<file path="src/rtl/spi_piso_if.sv">
// ----------------------------------------------------------------------------
// spi_piso_if
//
// Transmit-side bus between the SPI slave control logic and the spi_piso
// parallel-in/serial-out shifter.
//
// Parameters:
//   DATA_W   transmit word width
//   CNT_W    width of the frame slot counter
//
// Signals:
//   tx_valid  transmit enable, held high for the whole frame
//   counter   slot index from the control FSM (0 = MSB slot)
//   tx_data   parallel word to transmit
//   dout      serial data towards MISO (registered in the shifter)
//   tx_done   one-cycle pulse while the LSB is on dout
//
// Modports:
//   master  control side: drives tx_valid/counter/tx_data, observes dout/tx_done
//   slave   shifter side: observes tx_valid/counter/tx_data, drives dout/tx_done
// ----------------------------------------------------------------------------
interface spi_piso_if #(
    parameter int DATA_W = 8,
    parameter int CNT_W  = 4
);
    logic              tx_valid;
    logic [CNT_W-1:0]  counter;
    logic [DATA_W-1:0] tx_data;
    logic              dout;
    logic              tx_done;

    modport master (
        output tx_valid,
        output counter,
        output tx_data,
        input  dout,
        input  tx_done
    );

    modport slave (
        input  tx_valid,
        input  counter,
        input  tx_data,
        output dout,
        output tx_done
    );
endinterface : spi_piso_if

</file>
<file path="src/rtl/spi_piso.sv">
// ----------------------------------------------------------------------------
// spi_piso
//
// Parallel-in/serial-out transmit shifter for the SPI slave. Converts a
// DATA_W-bit word into an MSB-first serial stream on dout, one bit per clock.
// The bit slot is chosen by an external counter (slot k drives bit
// DATA_W-1-k); counter values >= DATA_W are guard slots that drive 0.
// dout and tx_done are registered, so results appear one clock after the
// inputs are sampled.
//
// Parameters:
//   DATA_W   transmit word width (>= 2)
//   CNT_W    counter width (2**CNT_W > DATA_W)
//
// Ports:
//   clk   system clock, rising edge
//   rst   synchronous active-high reset
//   bus   spi_piso_if.slave (tx_valid, counter, tx_data in; dout, tx_done out)
//
// Build option:
//   PISO_LATCH_EN  when defined, tx_data is captured into a holding register
//                  in slot 0 and slots 1..DATA_W-1 read that register, so the
//                  frame in flight ignores later tx_data changes. When not
//                  defined, every slot reads live tx_data.
// ----------------------------------------------------------------------------
module spi_piso #(
    parameter int DATA_W = 8,
    parameter int CNT_W  = 4
) (
    input  logic       clk,
    input  logic       rst,
    spi_piso_if.slave  bus
);

    localparam logic [CNT_W-1:0] LAST_SLOT = CNT_W'(DATA_W - 1);

    logic              dout_q;
    logic              tx_done_q;
    logic              in_frame;
    logic              last_slot;
    logic              sel_bit;
    logic [DATA_W-1:0] word_sel;

    // Guard slots (counter > LAST_SLOT) fall outside the frame.
    assign in_frame  = (bus.counter <= LAST_SLOT);
    assign last_slot = (bus.counter == LAST_SLOT);

`ifdef PISO_LATCH_EN
    logic [DATA_W-1:0] hold_q;

    // Slot 0 always sees the live word; later slots see the captured copy.
    assign word_sel = (bus.counter == '0) ? bus.tx_data : hold_q;

    // NOTE: the holding register is reset because it is read by slots 1..N
    // of a frame that resumes after reset without passing through slot 0.
    always_ff @(posedge clk) begin
        if (rst) begin
            hold_q <= '0;
        end else if (bus.tx_valid && (bus.counter == '0)) begin
            hold_q <= bus.tx_data;
        end
    end
`else
    assign word_sel = bus.tx_data;
`endif

    // MSB-first slot-to-bit mapping, written as a compare per slot so no
    // index narrower or wider than the word is ever formed.
    // NOTE: sel_bit gets a default before the loop so no latch is inferred
    // for counter values that match no slot.
    always_comb begin
        sel_bit = 1'b0;
        for (int k = 0; k < DATA_W; k++) begin
            if (bus.counter == CNT_W'(k)) begin
                sel_bit = word_sel[DATA_W-1-k];
            end
        end
    end

    // NOTE: state is updated with non-blocking assignments so every register
    // samples the pre-edge value of its inputs.
    always_ff @(posedge clk) begin
        if (rst) begin
            dout_q    <= 1'b0;
            tx_done_q <= 1'b0;
        end else if (bus.tx_valid && in_frame) begin
            dout_q    <= sel_bit;
            tx_done_q <= last_slot;
        end else begin
            // Idle, abandoned frame or guard slot: line held low, no done.
            dout_q    <= 1'b0;
            tx_done_q <= 1'b0;
        end
    end

    assign bus.dout    = dout_q;
    assign bus.tx_done = tx_done_q;

endmodule : spi_piso

</file>
<file path="src/flat_wrapper.sv">
// flat-port wrapper written by rule: the top's interface ports become plain ports
module spi_piso_flat 
#(
    parameter int DATA_W = 8,
    parameter int CNT_W  = 4
)
  (clk, rst, bus_tx_valid, bus_counter, bus_tx_data, bus_dout, bus_tx_done);
  spi_piso_if #(.DATA_W(DATA_W), .CNT_W(CNT_W)) bus_i ();
  input  logic clk;
  input  logic rst;
  input wire logic [$bits(bus_i.tx_valid)-1:0] bus_tx_valid;
  input wire logic [$bits(bus_i.counter)-1:0] bus_counter;
  input wire logic [$bits(bus_i.tx_data)-1:0] bus_tx_data;
  output wire logic [$bits(bus_i.dout)-1:0] bus_dout;
  output wire logic [$bits(bus_i.tx_done)-1:0] bus_tx_done;
  assign bus_i.tx_valid = bus_tx_valid;
  assign bus_i.counter = bus_counter;
  assign bus_i.tx_data = bus_tx_data;
  assign bus_dout = bus_i.dout;
  assign bus_tx_done = bus_i.tx_done;
  spi_piso #(.DATA_W(DATA_W), .CNT_W(CNT_W)) u_core (.clk(clk), .rst(rst), .bus(bus_i));
endmodule
</file>
<file path="config.mk">
export PLATFORM = sky130hd
export DESIGN_NAME = spi_piso_flat
export DESIGN_NICKNAME = d
export VERILOG_FILES = /design/src/rtl/spi_piso_if.sv /design/src/rtl/spi_piso.sv /design/src/flat_wrapper.sv
export SDC_FILE = /design/constraint.sdc
export NUM_CORES = 1
export LEC_CHECK = 0
export CORE_AREA = 2 2 39 41
export CTS_CLUSTER_DIAMETER = 120
export CTS_CLUSTER_SIZE = 8
export DETAILED_ROUTE_END_ITERATION = 12
export DIE_AREA = 0 0 41 43
export GPL_TIMING_DRIVEN = 0
export HOLD_SLACK_MARGIN = 0.02
export PLACE_DENSITY = 0.48
export SLEW_MARGIN = 20
export SYNTH_ARGS = -nofsm -noshare
export SYNTH_HDL_FRONTEND = slang
export SYNTH_SLANG_ARGS = --single-unit
</file>
<file path="constraint.sdc">
create_clock -name clk -period 1.9 [get_ports clk]
set_input_delay 0.19 -clock clk [delete_from_list [all_inputs] [get_ports clk]]
set_output_delay 0.19 -clock clk [all_outputs]
set_load 0.005 [all_outputs]
</file>
**Run 1: M2 wires**

(6 px per um)
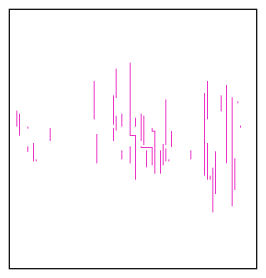
The layer holds 39% of the routed length. The wires run mostly vertical.
met2 Track Usage GR: 7.50%
final WL: 493 um

**Run 1: routed metal, one colour a layer**

(8 px per um)
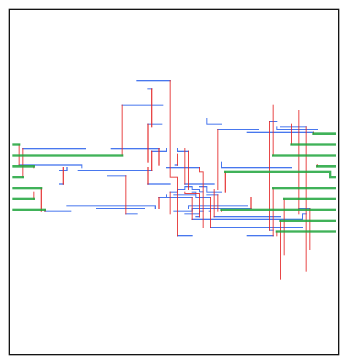
Blue is metal 1, wire length 201 um. Red is metal 2, wire length 190 um. Green is metal 3, wire length 102 um.
DR vias: 175
WL/cell: 10.3 um
GRT Total Usage: 6.73%

**Run 1: signal wires on met3**

(6 px per um) Cells faint in the background.
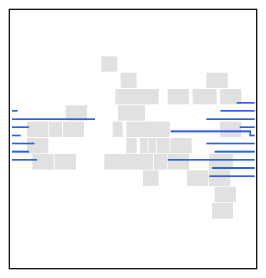
The longest straight run is 14.1 um. The wires run mostly horizontal. 17 nets have wire on it. The layer carries 102 um of wire.
met3 usage: 5.76%

**Run 1: floorplan with the power grid**

(8 px per um) Pins as bars on the die edge. Tap cells in grey.
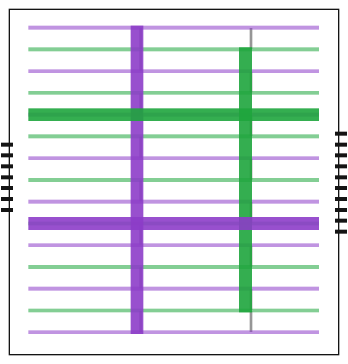
Green is VDD. Purple is VSS.
The core has 14 rows. 2 straps on met5. 15 met1 rails follow the rows. 16 tap cells. 17 signal pins sit on the boundary.
Worst VDD drop: 0.176 mV
die width: 41 um

==> impl_metrics.json, run 1 <==
{
  "grt_max_degree": 5,
  "area_leaders": "dfxtp_1, mux2_2, mux4_2",
  "rows": 14,
  "crit_buf_inv": 1,
  "dp_cells": 45,
  "setup_viol": 0,
  "powerClk_w": 0.0000924,
  "required_ns": 2.01,
  "seq_area_sq_um": 40.0,
  "antenna_found_initial": 0,
  "num-nets-final": 49,
  "cp-start-kind": "input port",
  "pg_seq_w": 0.0000436,
  "cts_hold_buf": 0,
  "dp_slack_ns": 0.351,
  "mux_area_share_pct": 33.6,
  "buffer_area_share_pct": 47.6,
  "async_flop_share_pct": 0,
  "die-area_sq_um": 1760,
  "netlist.area_leader.share_pct": 29.9,
  "fillers": 155,
  "grt_pass1_wl_um": 710,
  "min_path_type": "input port to flip-flop",
  "yosysCellCount": 13,
  "ys_sh_simple_pct": 31.8,
  "p_seq_share_pct": 23.5,
  "cts_max_path_buffers": 2,
  "flop-count": 2,
  "ant_nets": 0,
  "clockPowerShare_pct": 49.9,
  "critPathKind": "input port to flip-flop",
  "fin_crit_sh_pct": 69.2,
  "io_buffers": 16,
  "ys_sh_aoi_pct": 4.67,
  "areaGrowthSynthToFinish_pct": 151,
  "n_antenna_cell": 0,
  "grt_util_met1_pct": 7.40,
  "wl_met2_um": 190,
  "instances_no_fill": 48,
  "power.switching_w": 0.0000360,
  "first_iter_violations": 2,
  "internal-power_w": 0.000149,
  "holdWs_ns": 0.563,
  "cts_tree": "done",
  "comb-cell-share_pct": 27.9,
  "log.warning_count": 26,
  "synth-main-ff-cell": "dfxtp_1",
  "rsz0062_at_grt": "false",
  "cp_num_cells": 4,
  "slew_headroom_pct": 86.3,
  "status": "complete, no violations",
  "ys_top_logic_family": "multiplexers",
  "max_freq_mhz": 761,
  "common_cells": "dfxtp_1, mux2_2, nand2b_1",
  "powerDensity_nw_per_um2": 551,
  "p_comb_w": 0.0000493,
  "syn-num-nets": 28,
  "clkCellAreaFrac_pct": 6.69,
  "worst_hold_path.endpoint": "u_core.bus.dout$_SDFF_PP0_",
  "ys_sh_xor_pct": 0,
  "p_leak_nw": 0.119,
  "dominant_cells": "non-clock buffers",
  "grt_pass1_vias": 189,
  "layout.area.comb_sq_um": 93.8,
  "slowest_stage": "clkdlybuf4s50_1",
  "syn-cell-area_sq_um": 134,
  "p_total_w": 0.000185,
  "drc_errors": 0,
  "lay_top_cells": "clkdlybuf4s50_1, clkbuf_4, nand2b_1, mux2_2, dfxtp_1",
  "design_area_sq_um": 337,
  "fin_util_pct": 24.3,
  "inv_count": 0,
  "post-route-min-period_ns": 1.31,
  "wl_met1_um": 200,
  "comb_cells": 11,
  "nClkBuffers": 3,
  "hp-start": "bus_counter[3]",
  "top_area_cell": "dfxtp_1",
  "h-tree-depth": 1,
  "power.group.top": "clock",
  "startpoint": "bus_counter[1]",
  "gp_routability_congestion": 0.635,
  "tns_ns": 0,
  "switching_share_pct": 19.4,
  "drive_above_1_share_pct": 21.9,
  "wl_met3_um": 102,
  "arrival_ns": 1.42,
  "dpl_cell_area_sq_um": 314,
  "synthCells": 13,
  "seq_area_share_pct": 11.9,
  "tap_cells": 16,
  "top_layer": "met3",
  "fa_ha_area_share_pct": 0,
  "grt_overflow_total": 0,
  "avgViaCountPerCell": 3.65,
  "top_usage_layer": "met2",
  "path_clk_slew_ns": 0.03,
  "synth_warnings": 0,
  "cap_violations": 0,
  "worst_slack_ns": 0.586,
  "end_kind": "flip-flop",
  "path_max_fanout": 4,
  "maxSlewViolCount": 0,
  "avgSynthCellArea_sq_um": 10.3,
  "num_io_pins": 17
}
==> inputs of run 2 (changes only) <==
==> constraint.sdc (replaced) <==
create_clock -name clk -period 1.24 [get_ports clk]
set_input_delay 0.124 -clock clk [delete_from_list [all_inputs] [get_ports clk]]
set_output_delay 0.124 -clock clk [all_outputs]
set_load 0.005 [all_outputs]
**Run 2: signal wires on met3**

(6 px per um) Cells faint in the background.
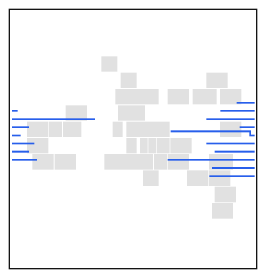
The longest straight run is 14.1 um. The wires run mostly horizontal.
final WL: 494 um

**Run 2: routed metal, one colour a layer**

(8 px per um)
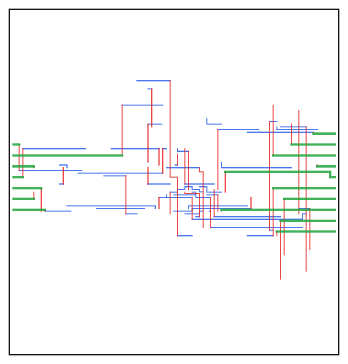
Green is metal 3, wire length 102 um. Red is metal 2, wire length 191 um. Blue is metal 1, wire length 201 um.

==> run 2 against run 1 <==
  * Die size stayed put
  * Final cell count stayed put
  * Hold slack worse by 0.21 ns
  * First-iteration DRC count stayed put
  * Non-clock buffer count stayed put
  * Synthesized cell count stayed put
  * Highest routed layer unchanged
==> impl_metrics.json, run 2 <==
{
  "status": "complete, no violations",
  "comb_cells": 11,
  "num_io_pins": 17,
  "design_area_sq_um": 335,
  "drive_above_1_share_pct": 21.9,
  "synth_warnings": 0,
  "dp_cells": 45,
  "cp_num_cells": 4,
  "dpl_cell_area_sq_um": 314,
  "worst_slack_ns": 0.0535,
  "grt_overflow_total": 0,
  "seq_area_sq_um": 40.0,
  "grtUsageMet3_pct": 5.76,
  "comb-cell-share_pct": 28.0,
  "powerClk_w": 0.000142,
  "ys_chip_area_sq_um": 134,
  "drt-wirelength-per-cell_um": 10.3,
  "internal-power_w": 0.000228,
  "syn-num-nets": 28,
  "maxSlewViolCount": 0,
  "slowest_stage": "clkdlybuf4s50_1",
  "first_iter_violations": 2,
  "ys_sh_simple_pct": 31.8,
  "wl_met1_um": 200,
  "cp-start-kind": "input port",
  "drc_errors": 0,
  "top_area_cell": "dfxtp_1",
  "max_freq_mhz": 843,
  "grt_max_degree": 5,
  "switching_share_pct": 19.5,
  "path_max_fanout": 4,
  "synthCells": 13,
  "avgViaCountPerCell": 3.65,
  "nClkBuffers": 3,
  "nonClockBufferCount": 16,
  "crit_buf_inv": 1,
  "grt.met2_usage_pct": 7.50,
  "lay_top_cells": "clkdlybuf4s50_1, clkbuf_4, nand2b_1, mux2_2, dfxtp_1",
  "cts_tree": "done",
  "seq_area_share_pct": 11.9,
  "die_width_um": 41,
  "inv_count": 0,
  "die-area_sq_um": 1760,
  "flop-count": 2,
  "power.group.top": "clock",
  "path_clk_slew_ns": 0.03,
  "syn-cell-area_sq_um": 134,
  "rows": 14,
  "fin_crit_sh_pct": 95.7,
  "grt_pass1_wl_um": 710,
  "top_usage_layer": "met2",
  "critPathMaxStageDelay_ns": 0.57,
  "n_antenna_cell": 0,
  "buffer_area_share_pct": 47.4,
  "yosysCellCount": 13,
  "min_path_type": "input port to flip-flop",
  "cap_violations": 0,
  "setup_viol": 0,
  "end_kind": "flip-flop",
  "post-route-min-period_ns": 1.19,
  "io_buffers": 16,
  "slew_headroom_pct": 86.3,
  "dp_slack_ns": -0.243,
  "grt_usage_pct": 6.73,
  "netlist.area_leader.share_pct": 29.9,
  "instances_no_fill": 48,
  "required_ns": 1.35,
  "fin_util_pct": 24.2,
  "arrival_ns": 1.30,
  "h-tree-depth": 1,
  "layout.area.comb_sq_um": 93.8,
  "clkCellAreaFrac_pct": 6.72,
  "cts_hold_buf": 0,
  "fillers": 156,
  "areaGrowthSynthToFinish_pct": 150,
  "p_comb_w": 0.0000744,
  "avgSynthCellArea_sq_um": 10.3,
  "tns_ns": 0,
  "p_total_w": 0.000283,
  "ir_worst_vdd_mv": 0.270,
  "crit_family": "buffers and inverters",
  "num-nets-final": 49,
  "rsz0062_at_grt": "false",
  "wl_met3_um": 102,
  "common_cells": "dfxtp_1, mux2_2, nand2b_1",
  "worst_hold_path.endpoint": "u_core.bus.tx_done$_SDFF_PP0_",
  "hp-start": "bus_counter[1]",
  "grt_util_met1_pct": 7.40,
  "dominant_cells": "non-clock buffers",
  "p_leak_nw": 0.120,
  "mux_area_share_pct": 33.6,
  "log.warning_count": 26,
  "grt_pass1_vias": 189,
  "tap_cells": 16,
  "ys_sh_aoi_pct": 4.67,
  "pg_seq_w": 0.0000668,
  "synth-main-ff-cell": "dfxtp_1",
  "fa_ha_area_share_pct": 0,
  "antenna_found_initial": 0,
  "gp_routability_congestion": 0.635,
  "clockPowerShare_pct": 50.1,
  "route.vias.total": 175,
  "ant_nets": 0,
  "area_leaders": "dfxtp_1, mux2_2, mux4_2",
  "holdWs_ns": 0.351,
  "ys_sh_xor_pct": 0,
  "critPathKind": "input port to flip-flop",
  "final_hold_viol_count": 0,
  "cts_max_path_buffers": 2,
  "powerDensity_nw_per_um2": 843,
  "p_seq_share_pct": 23.6,
  "top_layer": "met3",
  "ys_top_logic_family": "multiplexers"
}
**Run 2: M2 wires**

(6 px per um)
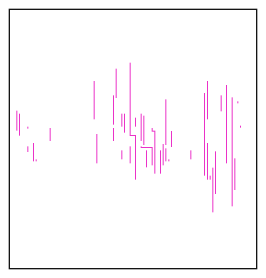

==> inputs of run 3 (changes only) <==
--- a/config.mk
+++ b/config.mk
@@ -13,6 +13,8 @@
 export GPL_TIMING_DRIVEN = 0
 export HOLD_SLACK_MARGIN = 0.02
 export PLACE_DENSITY = 0.48
+export RECOVER_POWER = 50
+export SETUP_SLACK_MARGIN = 0.05
 export SLEW_MARGIN = 20
 export SYNTH_ARGS = -nofsm -noshare
 export SYNTH_HDL_FRONTEND = slang
**Run 3: signal wires on met3**

(6 px per um) Cells faint in the background.
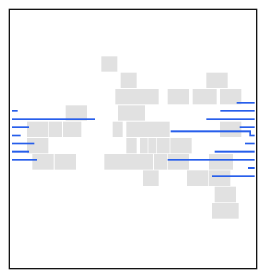
DR vias: 176
final WL: 493 um

**Run 3: routed metal, one colour a layer**

(8 px per um)
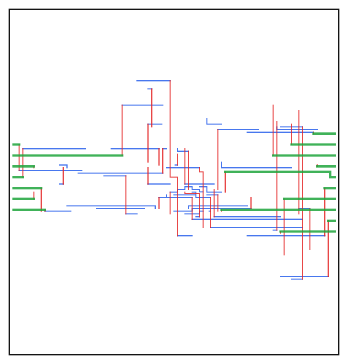

==> run 3 against run 2 <==
  * Synthesized cell count unchanged
  * Final cell count unchanged
  * Largest cell class unchanged
  * Critical path depth shrank 3
  * Fmax rose by 4.7%
  * Via count up 0.57%
  * Flip-flop count unchanged
  * Power is 0.35% lower
  * Critical endpoint is now bus_tx_done
  * First-iteration DRC count is the same
  * Hold slack worse by 0.067 ns
==> impl_metrics.json, run 3 <==
{
  "status": "complete, no violations",
  "common_cells": "dfxtp_1, mux2_2, nand2b_1",
  "hp-start": "bus_counter[2]",
  "final_hold_viol_count": 0,
  "ys_chip_area_sq_um": 134,
  "dp_cells": 45,
  "p_total_w": 0.000282,
  "ys_sh_xor_pct": 0,
  "ys_sh_simple_pct": 31.8,
  "num-nets-final": 49,
  "design_area_sq_um": 338,
  "grt_pass1_vias": 189,
  "syn-num-nets": 28,
  "h-tree-depth": 1,
  "antenna_found_initial": 0,
  "netlist.area_leader.share_pct": 29.9,
  "max_freq_mhz": 883,
  "pg_seq_w": 0.0000668,
  "async_flop_share_pct": 0,
  "cts_hold_buf": 0,
  "lay_top_cells": "clkdlybuf4s50_1, clkbuf_4, nand2b_1, mux2_2, dfxtp_1",
  "rsz0062_at_grt": "false",
  "synth-main-ff-cell": "dfxtp_1",
  "rows": 14,
  "grt_max_degree": 5,
  "ir_worst_vdd_mv": 0.270,
  "grt_overflow_total": 0,
  "power.group.top": "clock",
  "tns_ns": 0,
  "worst_hold_path.endpoint": "u_core.bus.tx_done$_SDFF_PP0_",
  "fin_util_pct": 24.4,
  "setup_viol": 0,
  "min_path_type": "input port to flip-flop",
  "cp-start-kind": "flip-flop",
  "top_usage_layer": "met2",
  "gp_routability_congestion": 0.635,
  "areaGrowthSynthToFinish_pct": 152,
  "grt_usage_pct": 6.73,
  "top_layer": "met3",
  "first_iter_violations": 2,
  "instances_no_fill": 48,
  "maxSlewViolCount": 0,
  "layout.area.comb_sq_um": 93.8,
  "comb_cells": 11,
  "dominant_cells": "non-clock buffers",
  "p_comb_w": 0.0000734,
  "mux_area_share_pct": 33.6,
  "ys_sh_aoi_pct": 4.67,
  "fin_crit_sh_pct": 91.4,
  "area_leaders": "dfxtp_1, mux2_2, mux4_2",
  "drt-wirelength-per-cell_um": 10.3,
  "end_kind": "output port",
  "fillers": 155,
  "wl_met3_um": 89,
  "seq_area_sq_um": 40.0,
  "buffer_area_share_pct": 47.8,
  "nonClockBufferCount": 16,
  "switching_share_pct": 19.6,
  "ant_nets": 0,
  "clkCellAreaFrac_pct": 6.67,
  "cts_max_path_buffers": 2,
  "powerDensity_nw_per_um2": 834,
  "drc_errors": 0,
  "crit_family": "buffers and inverters",
  "slew_headroom_pct": 85.4,
  "arrival_ns": 1.01,
  "powerClk_w": 0.000142,
  "grtUsageMet3_pct": 5.76,
  "comb-cell-share_pct": 27.8,
  "nClkBuffers": 3,
  "synthCells": 13,
  "required_ns": 1.12,
  "flop-count": 2,
  "clockPowerShare_pct": 50.3,
  "holdWs_ns": 0.283,
  "wl_met1_um": 211,
  "tap_cells": 16,
  "io_buffers": 16,
  "worst_slack_ns": 0.107,
  "avgViaCountPerCell": 3.67,
  "log.warning_count": 26,
  "post-route-min-period_ns": 1.13,
  "path_max_fanout": 1,
  "cap_violations": 0,
  "p_seq_share_pct": 23.7,
  "cts_tree": "done",
  "avgSynthCellArea_sq_um": 10.3,
  "critPathKind": "flip-flop to output port",
  "seq_area_share_pct": 11.9,
  "fa_ha_area_share_pct": 0,
  "grt.met2_usage_pct": 7.50,
  "top_area_cell": "dfxtp_1",
  "crit_buf_inv": 1,
  "drive_above_1_share_pct": 21.9,
  "num_io_pins": 17
}
**Run 3: M2 wires**

(6 px per um)
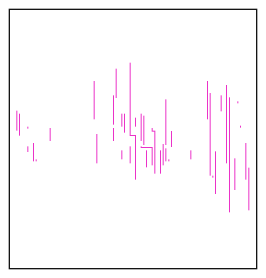
The wires run mostly vertical. The layer carries 192 um of wire.

Power is estimated from default activity; no workload was simulated.
